## src/rtl/sincos_pkg.sv

```systemverilog
// sincos_pkg: shared constants, CORDIC arctangent table and FSM/class types for sincos_cordic.
package sincos_pkg;

   localparam int ITER_MAX = 30;

   localparam logic [31:0] K_Q230       = 32'h26DD3B6A;
   localparam logic [31:0] PI_Q230      = 32'hC90FDAA2;
   localparam logic [31:0] HALF_PI_Q230 = 32'h6487ED51;

   localparam logic [31:0] FP_ONE  = 32'h3F800000;
   localparam logic [31:0] FP_QNAN = 32'h7FC00000;
   localparam logic [31:0] FP_PI   = 32'h40490FDB;

   // atan(2^-i) in Q2.30, i = 0 .. ITER_MAX-1
   localparam logic [31:0] ATAN_TABLE [ITER_MAX] = '{
      32'h3243F6A8, 32'h1DAC6705, 32'h0FADBAFC, 32'h07F56EA6, 32'h03FEAB76,
      32'h01FFD55B, 32'h00FFFAAA, 32'h007FFF55, 32'h003FFFEA, 32'h001FFFFD,
      32'h000FFFFF, 32'h0007FFFF, 32'h0003FFFF, 32'h0001FFFF, 32'h0000FFFF,
      32'h00007FFF, 32'h00003FFF, 32'h00001FFF, 32'h00000FFF, 32'h000007FF,
      32'h000003FF, 32'h000001FF, 32'h000000FF, 32'h0000007F, 32'h0000003F,
      32'h0000001F, 32'h0000000F, 32'h00000007, 32'h00000003, 32'h00000001
   };

   typedef enum logic [2:0] {ST_IDLE, ST_UNPACK, ST_ROT, ST_PACK, ST_DONE} state_t;
   typedef enum logic [1:0] {CLS_NORMAL, CLS_TINY, CLS_NAN} cls_t;

endpackage

```

## src/rtl/sincos_fx2fp.sv

```systemverilog
// sincos_fx2fp: packs an unsigned Q2.30 magnitude plus sign into an IEEE-754 single.
// Define SINCOS_ROUND_EN for round-to-nearest-even; otherwise the fraction is truncated.
module sincos_fx2fp (
   input  logic [31:0] mag,
   input  logic        sign,
   output logic [31:0] fp
);
   logic [4:0]  lead;
   logic [31:0] norm;
   logic [7:0]  exp_b;
   logic [22:0] frac;

   always_comb begin
      lead = '0;
      for (int i = 0; i < 32; i++)
         if (mag[i]) lead = 5'(i);
   end

   assign norm = mag << (5'd31 - lead);

   // Bit p of a Q2.30 value weighs 2^(p-30), so the biased exponent is 97 + p
`ifdef SINCOS_ROUND_EN
   logic        round_up;
   logic [23:0] frac_inc;
   logic        unused_norm;
   assign round_up    = norm[7] & (norm[8] | (|norm[6:0]));
   assign frac_inc    = {1'b0, norm[30:8]} + {23'd0, round_up};
   assign frac        = frac_inc[22:0];
   assign exp_b       = 8'd97 + {3'd0, lead} + {7'd0, frac_inc[23]};
   assign unused_norm = norm[31];
`else
   logic unused_norm;
   assign frac        = norm[30:8];
   assign exp_b       = 8'd97 + {3'd0, lead};
   assign unused_norm = ^{norm[31], norm[7:0]};
`endif

   assign fp = (mag == 32'd0) ? 32'd0 : {sign, exp_b, frac};

endmodule

```

## src/rtl/sincos_cordic.sv

```systemverilog
// sincos_cordic: iterative float sin/cos using CORDIC rotation in Q2.30 fixed point.
// Optional SINCOS_ROUND_EN makes the result packers round to nearest-even instead of truncating.
module sincos_cordic
   import sincos_pkg::*;
#(
   parameter int ITER = 24
) (
   input  logic        clk,
   input  logic        n_rst,
   input  logic        sine_start,
   input  logic [0:31] opx,
   output logic [0:31] sine_result,
   output logic [0:31] cos_result,
   output logic        sine_done,
   output logic        busy,
   output logic        err
);
   localparam logic [4:0] LAST_ITER = 5'(ITER - 1);

   state_t             state_reg, state_next;
   logic [4:0]         cnt_reg;
   logic [31:0]        opx_reg;
   cls_t               cls_reg;
   logic               dom_err_reg, cneg_reg, err_reg;
   logic signed [31:0] x_reg, y_reg, z_reg;
   logic [31:0]        sin_reg, cos_reg;

   logic [7:0]         op_exp;
   logic [31:0]        op_mant, z_unfold, z_fold;
   cls_t               op_cls;
   logic               op_dom_err, op_cneg;

   assign op_exp  = opx_reg[30:23];
   assign op_mant = {8'd0, 1'b1, opx_reg[22:0]};

   always_comb begin
      op_cls     = CLS_NORMAL;
      op_dom_err = 1'b0;
      if (op_exp == 8'hFF) begin
         op_cls = CLS_NAN;
      end else if (opx_reg[30:0] > FP_PI[30:0]) begin
         op_cls     = CLS_NAN;
         op_dom_err = 1'b1;
      end else if (op_exp < 8'd97) begin
         op_cls = CLS_TINY;
      end
      if (op_exp >= 8'd120) z_unfold = op_mant << (op_exp - 8'd120);
      else                  z_unfold = op_mant >> (8'd120 - op_exp);
      // fold (pi/2, pi] onto [0, pi/2): sin unchanged, cos negated
      op_cneg = (z_unfold > HALF_PI_Q230);
      z_fold  = op_cneg ? (PI_Q230 - z_unfold) : z_unfold;
   end

   logic signed [31:0] x_shr, y_shr, atan_i;
   logic [31:0]        sin_mag, cos_mag, sin_fp, cos_fp;

   assign x_shr   = x_reg >>> cnt_reg;
   assign y_shr   = y_reg >>> cnt_reg;
   assign atan_i  = signed'(ATAN_TABLE[cnt_reg]);
   assign sin_mag = y_reg[31] ? -y_reg : y_reg;
   assign cos_mag = x_reg[31] ? -x_reg : x_reg;

   sincos_fx2fp u_sin_pack (.mag(sin_mag), .sign(opx_reg[31]), .fp(sin_fp));
   sincos_fx2fp u_cos_pack (.mag(cos_mag), .sign(cneg_reg),    .fp(cos_fp));

   always_ff @(posedge clk or negedge n_rst) begin
      if (!n_rst) state_reg <= ST_IDLE;
      else        state_reg <= state_next;
   end

   always_comb begin
      state_next = state_reg;
      busy       = (state_reg != ST_IDLE);
      sine_done  = (state_reg == ST_DONE);
      case (state_reg)
         ST_IDLE:   if (sine_start) state_next = ST_UNPACK;
         ST_UNPACK: state_next = ST_ROT;
         ST_ROT:    if (cnt_reg == LAST_ITER) state_next = ST_PACK;
         ST_PACK:   state_next = ST_DONE;
         ST_DONE:   state_next = ST_IDLE;
         default:   state_next = ST_IDLE;
      endcase
   end

   always_ff @(posedge clk or negedge n_rst) begin
      if (!n_rst) begin
         cnt_reg     <= '0;
         opx_reg     <= '0;
         cls_reg     <= CLS_NORMAL;
         dom_err_reg <= 1'b0;
         cneg_reg    <= 1'b0;
         err_reg     <= 1'b0;
         x_reg       <= '0;
         y_reg       <= '0;
         z_reg       <= '0;
         sin_reg     <= '0;
         cos_reg     <= '0;
      end else begin
         case (state_reg)
            ST_IDLE: if (sine_start) opx_reg <= opx;
            ST_UNPACK: begin
               cls_reg     <= op_cls;
               dom_err_reg <= op_dom_err;
               cneg_reg    <= op_cneg;
               x_reg       <= signed'(K_Q230);
               y_reg       <= '0;
               z_reg       <= signed'(z_fold);
               cnt_reg     <= '0;
            end
            ST_ROT: begin
               if (!z_reg[31]) begin
                  x_reg <= x_reg - y_shr;
                  y_reg <= y_reg + x_shr;
                  z_reg <= z_reg - atan_i;
               end else begin
                  x_reg <= x_reg + y_shr;
                  y_reg <= y_reg - x_shr;
                  z_reg <= z_reg + atan_i;
               end
               cnt_reg <= cnt_reg + 5'd1;
            end
            ST_PACK: begin
               err_reg <= dom_err_reg;
               case (cls_reg)
                  CLS_TINY: begin
                     sin_reg <= opx_reg;
                     cos_reg <= FP_ONE;
                  end
                  CLS_NAN: begin
                     sin_reg <= FP_QNAN;
                     cos_reg <= FP_QNAN;
                  end
                  default: begin
                     sin_reg <= sin_fp;
                     cos_reg <= cos_fp;
                  end
               endcase
            end
            default: ;
         endcase
      end
   end

   assign sine_result = sin_reg;
   assign cos_result  = cos_reg;
   assign err         = err_reg;

endmodule

```

## config.mk

```make
export PLATFORM = sky130hd
export DESIGN_NAME = sincos_cordic
export DESIGN_NICKNAME = d
export VERILOG_FILES = /design/src/rtl/sincos_pkg.sv /design/src/rtl/sincos_fx2fp.sv /design/src/rtl/sincos_cordic.sv
export SDC_FILE = /design/constraint.sdc
export NUM_CORES = 1
export LEC_CHECK = 0
export CAP_MARGIN = 30
export CELL_PAD_IN_SITES_DETAIL_PLACEMENT = 2
export CELL_PAD_IN_SITES_GLOBAL_PLACEMENT = 2
export CORE_UTILIZATION = 25
export CTS_BUF_LIST = sky130_fd_sc_hd__clkbuf_4 sky130_fd_sc_hd__clkbuf_8
export CTS_CLUSTER_DIAMETER = 200
export DETAILED_ROUTE_END_ITERATION = 10
export GPL_TIMING_DRIVEN = 0
export PLACE_DENSITY_LB_ADDON = 0.1
export SLEW_MARGIN = 20
export SYNTH_ARGS = -nofsm -noshare
export SYNTH_HDL_FRONTEND = slang
export SYNTH_SLANG_ARGS = --single-unit
```

## constraint.sdc

```tcl
create_clock -name clk -period 8.3 [get_ports clk]
set_input_delay 1.66 -clock clk [delete_from_list [all_inputs] [get_ports clk]]
set_output_delay 1.66 -clock clk [all_outputs]
set_load 0.05 [all_outputs]
```

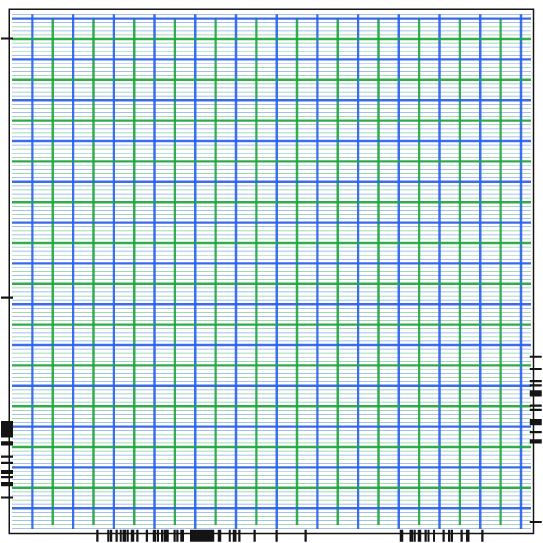
*Power grid*
(1.5 px per um) Pins as bars on the die edge.
[green] VDD
[blue] VSS
met1 rails: 127
met5 straps: 25

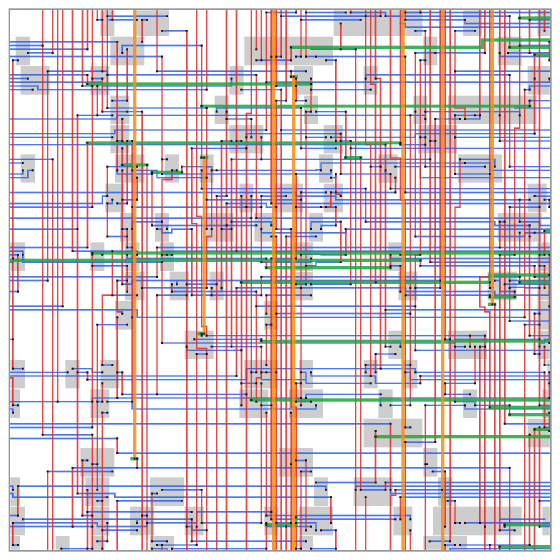
*A small window of the routed layout*
Region (149, 219) to (199, 269) um. Cells in grey, sequential cells in the stronger grey; small squares are vias.
[blue] met1
[red] met2
[orange] met4
[green] met3
cells with their middle in the window: 90
most frequent: nand2_1 (16), o21ai_0 (13), nor2_1 (10)
sequential cells in the window: 0

==> deck_impl_summary.md <==
Key Metrics from the Run

Floorplanning
  • Cell row count: about 130
  • Die area: 121400 um^2
  • Die W: ~350 um
  • IO Pins: around 100
  • Fp_density: 0.2531

Placement
  • Detailed placer's ending HPWL: about 130000 um
  • Place WS: -1.328 ns
  • GP Congestion: just under 1
  • Cell Area, Placed: roughly 33000 um^2
  • I/O Buffers: roughly 100

Setup path
  • Setup crit start: cnt_reg[4]
  • Reg2Reg Depth: 23
  • R2r startpoint: cnt_reg[4]
  • Worst EP required: roughly 8.9 ns
  • Crit path arrival time: roughly 8.5 ns
  • Setup crit end: x_reg[30]
  • R2R setup slack: between 0.3 and 0.4 ns
  • Crit path max fanout: 10
  • Critical R2R Capture: x_reg[30]
  • Startpoint types: register
  • WS Path Type: register to register
  • Critical path capture point type: register

Global routing
  • Number of global-route vias before repair: 33810
  • Gr usage total: 0.2718
  • Remaining Overflow, GRT: 0
  • First-pass GRT wire length: roughly 250000 um

Timing
  • Final setup margin: 0.3878 ns
  • Fmax: 126.4 MHz
  • Max Slew Vio Count: 0
  • Finish-stage setup viols: 0
  • Crit share post-route: 0.9533
  • Clk_skew: roughly 0.061 ns
  • Final hold vios: 0
  • Slew HR: 0.2846
  • RSZ-0062 raised after global routing: yes

Logic synthesis
  • Area leader share: 0.1709
  • Post-synth seq share: 0.1709
  • Synth unique cells: 114
  • Synthesis Warnings: 0
  • Yosys stat chip area: 30010 um^2
  • Synth Instances: around 3800
  • Commonest cells post-synth: nand2_1 (344), nor2_1 (321), a21oi_1 (285)
  • Yosys top cell by instances: nand2_1
  • EDFF count, synth: 0
  • #FFs+latches synth: 205
  • Area leader, netlist: dfrtp_1
  • Largest cells by area: dfrtp_1 (17%), mux4_2 (9.5%), mux2i_1 (5.2%)
  • Cell count in the Yosys report: 3770
  • Syn_nets: 3925

Clocking
  • Total CTS buffers: roughly 50
  • Root Driver: clkbuf_8
  • Skew-Pair Late Insertion Delay: about 0.75 ns
  • Clock Pin Slew Worst Setup and Hold Paths: around 0.06 ns
  • Clock sinks: 205
  • H-tree depth: 2
  • CTS tree: yes
  • Hold-fix buffers, CTS: 0

Finish
  • Logic area: about 23000 um^2
  • Final Core Density: 0.2914
  • FILL cells: approximately 14000
  • Layout Area Growth over Synthesis: 15.10%
  • Nets: between 4000 and 5000

Route
  • Routed Wire Length: approximately 170000 um
  • Drt drc: 0
  • Vias: about 32000
  • DR vias/cell: between 5 and 6
  • Drt wl/cell: about 30 um
  • Detailed Routing Iterations Pass 1: 5
  • DR iter-0 viols: around 2200

Min path
  • Hold Path Class: register to register

Job
  • Max-cap check violation count: 0

Status
  • Status: finished clean
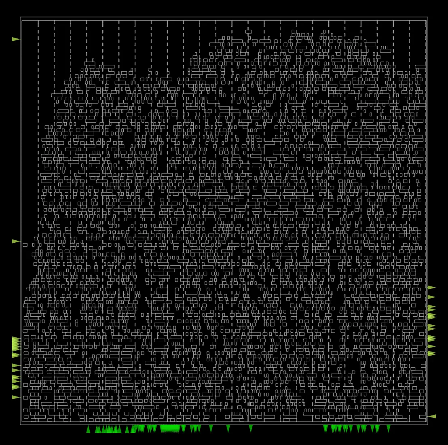
*Placed standard cells*
Layout Cells excl Fill: 5586
sequential share of cell area: 0.1486
core area: 118600 um^2
Well Taps: 1600

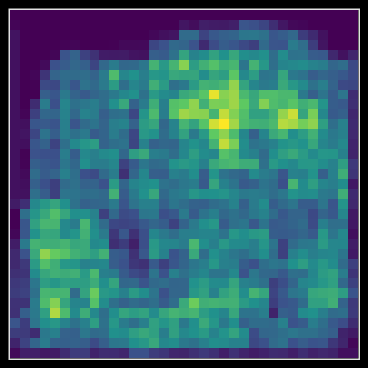
*Wire density map*
(1 px per um) The die is cut into 35 by 35 equal tiles; dark purple is low, yellow is high, scaled to the fullest tile. Values are wire area over tile area, all layers added.
nearly empty tiles: 8.7%
mean over tiles: 0.22
fullest tile: 0.59
tiles over half the peak: 24%

## area by class of cell
class	count	area share
clock buffers	78	0.02873
plain buffers	324	0.04093
inverters	92	0.009998
multi-input cells	3148	0.6729
diodes	6	0.0004347
flip-flops and latches	205	0.1486
clock inverters	14	0.003985
well taps	1600	0.05796
repair buffers	119	0.03651
## cells by family (layout without fill, tap and decap cells)
family | Yosys count | in the layout | share of synthesized area
multiplexers | 391 | 391 | 0.1876
AND/OR/NAND/NOR | 1186 | 1186 | 0.1946
flip-flops | 205 | 205 | 0.1709
AND-OR/OR-AND | 1179 | 1179 | 0.2603
XOR/XNOR | 272 | 272 | 0.07939
adder cells (fa/ha/maj) | 120 | 120 | 0.05078
buffers and inverters | 417 | 627 | 0.05637
other | 0 | 6 | 0
## per-stage QoR
stage                     hold WS, ns  TNS [ns]
after floorplan                0.4386         0
after global placement         0.4600  -1087.71
after detailed placement       0.4630    -10.67
after CTS                      0.4786         0
after global routing           0.5016  -0.02209
final                          0.4724         0
## worst min path at each step
stage	startpoint	to	slack (ns)
final	dom_err_reg	err	0.47
after global routing	dom_err_reg	err	0.50
after CTS	dom_err_reg	dom_err_reg	0.48
after detailed placement	dom_err_reg	dom_err_reg	0.46
after global placement	dom_err_reg	err	0.46
after floorplan	dom_err_reg	err	0.44
## placed cells by master (no fill, tap or decap), types with 104 or more instances in the layout
cell type,count
xor2_1,122
xnor2_1,150
mux4_2,126
ha_1,117
mux2_2,104
dfrtp_1,204
nor2_1,319
nand2_1,344
mux2i_1,154
a21oi_1,285
clkbuf_1,191
o21ai_0,255
## worst max-delay path, stage by stage (launching register included)
cell	delay, ns
dfrtp_1	0.60
clkbuf_1	0.42
clkbuf_2	0.43
clkbuf_2	0.41
clkbuf_2	0.42
clkbuf_2	0.43
a21oi_1	0.16
ha_1	0.31
nor2_1	0.09
a21oi_1	0.17
fa_1	0.58
a21o_1	0.18
a21o_1	0.21
a2111oi_0	0.68
nor4_1	0.22
o21ai_0	0.38
a21oi_1	0.16
o31ai_1	0.59
o31ai_1	0.20
a21oi_1	0.27
o21ai_0	0.21
a21oi_1	0.25
mux2i_1	0.23
o221ai_1	0.13
## metal layers
metal / up-vias / GRT usage / wire (um)
met1: 16790 / 0.3627 / 76270
met3: 185 / 0.03224 / 7273
met2: 814 / 0.4598 / 80720
met5: - / 0 / 0
li1: 14510 / - / -
met4: 0 / 0.07349 / 4563
## repair_timing
item / in CTS / in global routing
endpoints found under the setup margin: 22 / 7
resized: 33 / 28
setup buffers: 0 / 0
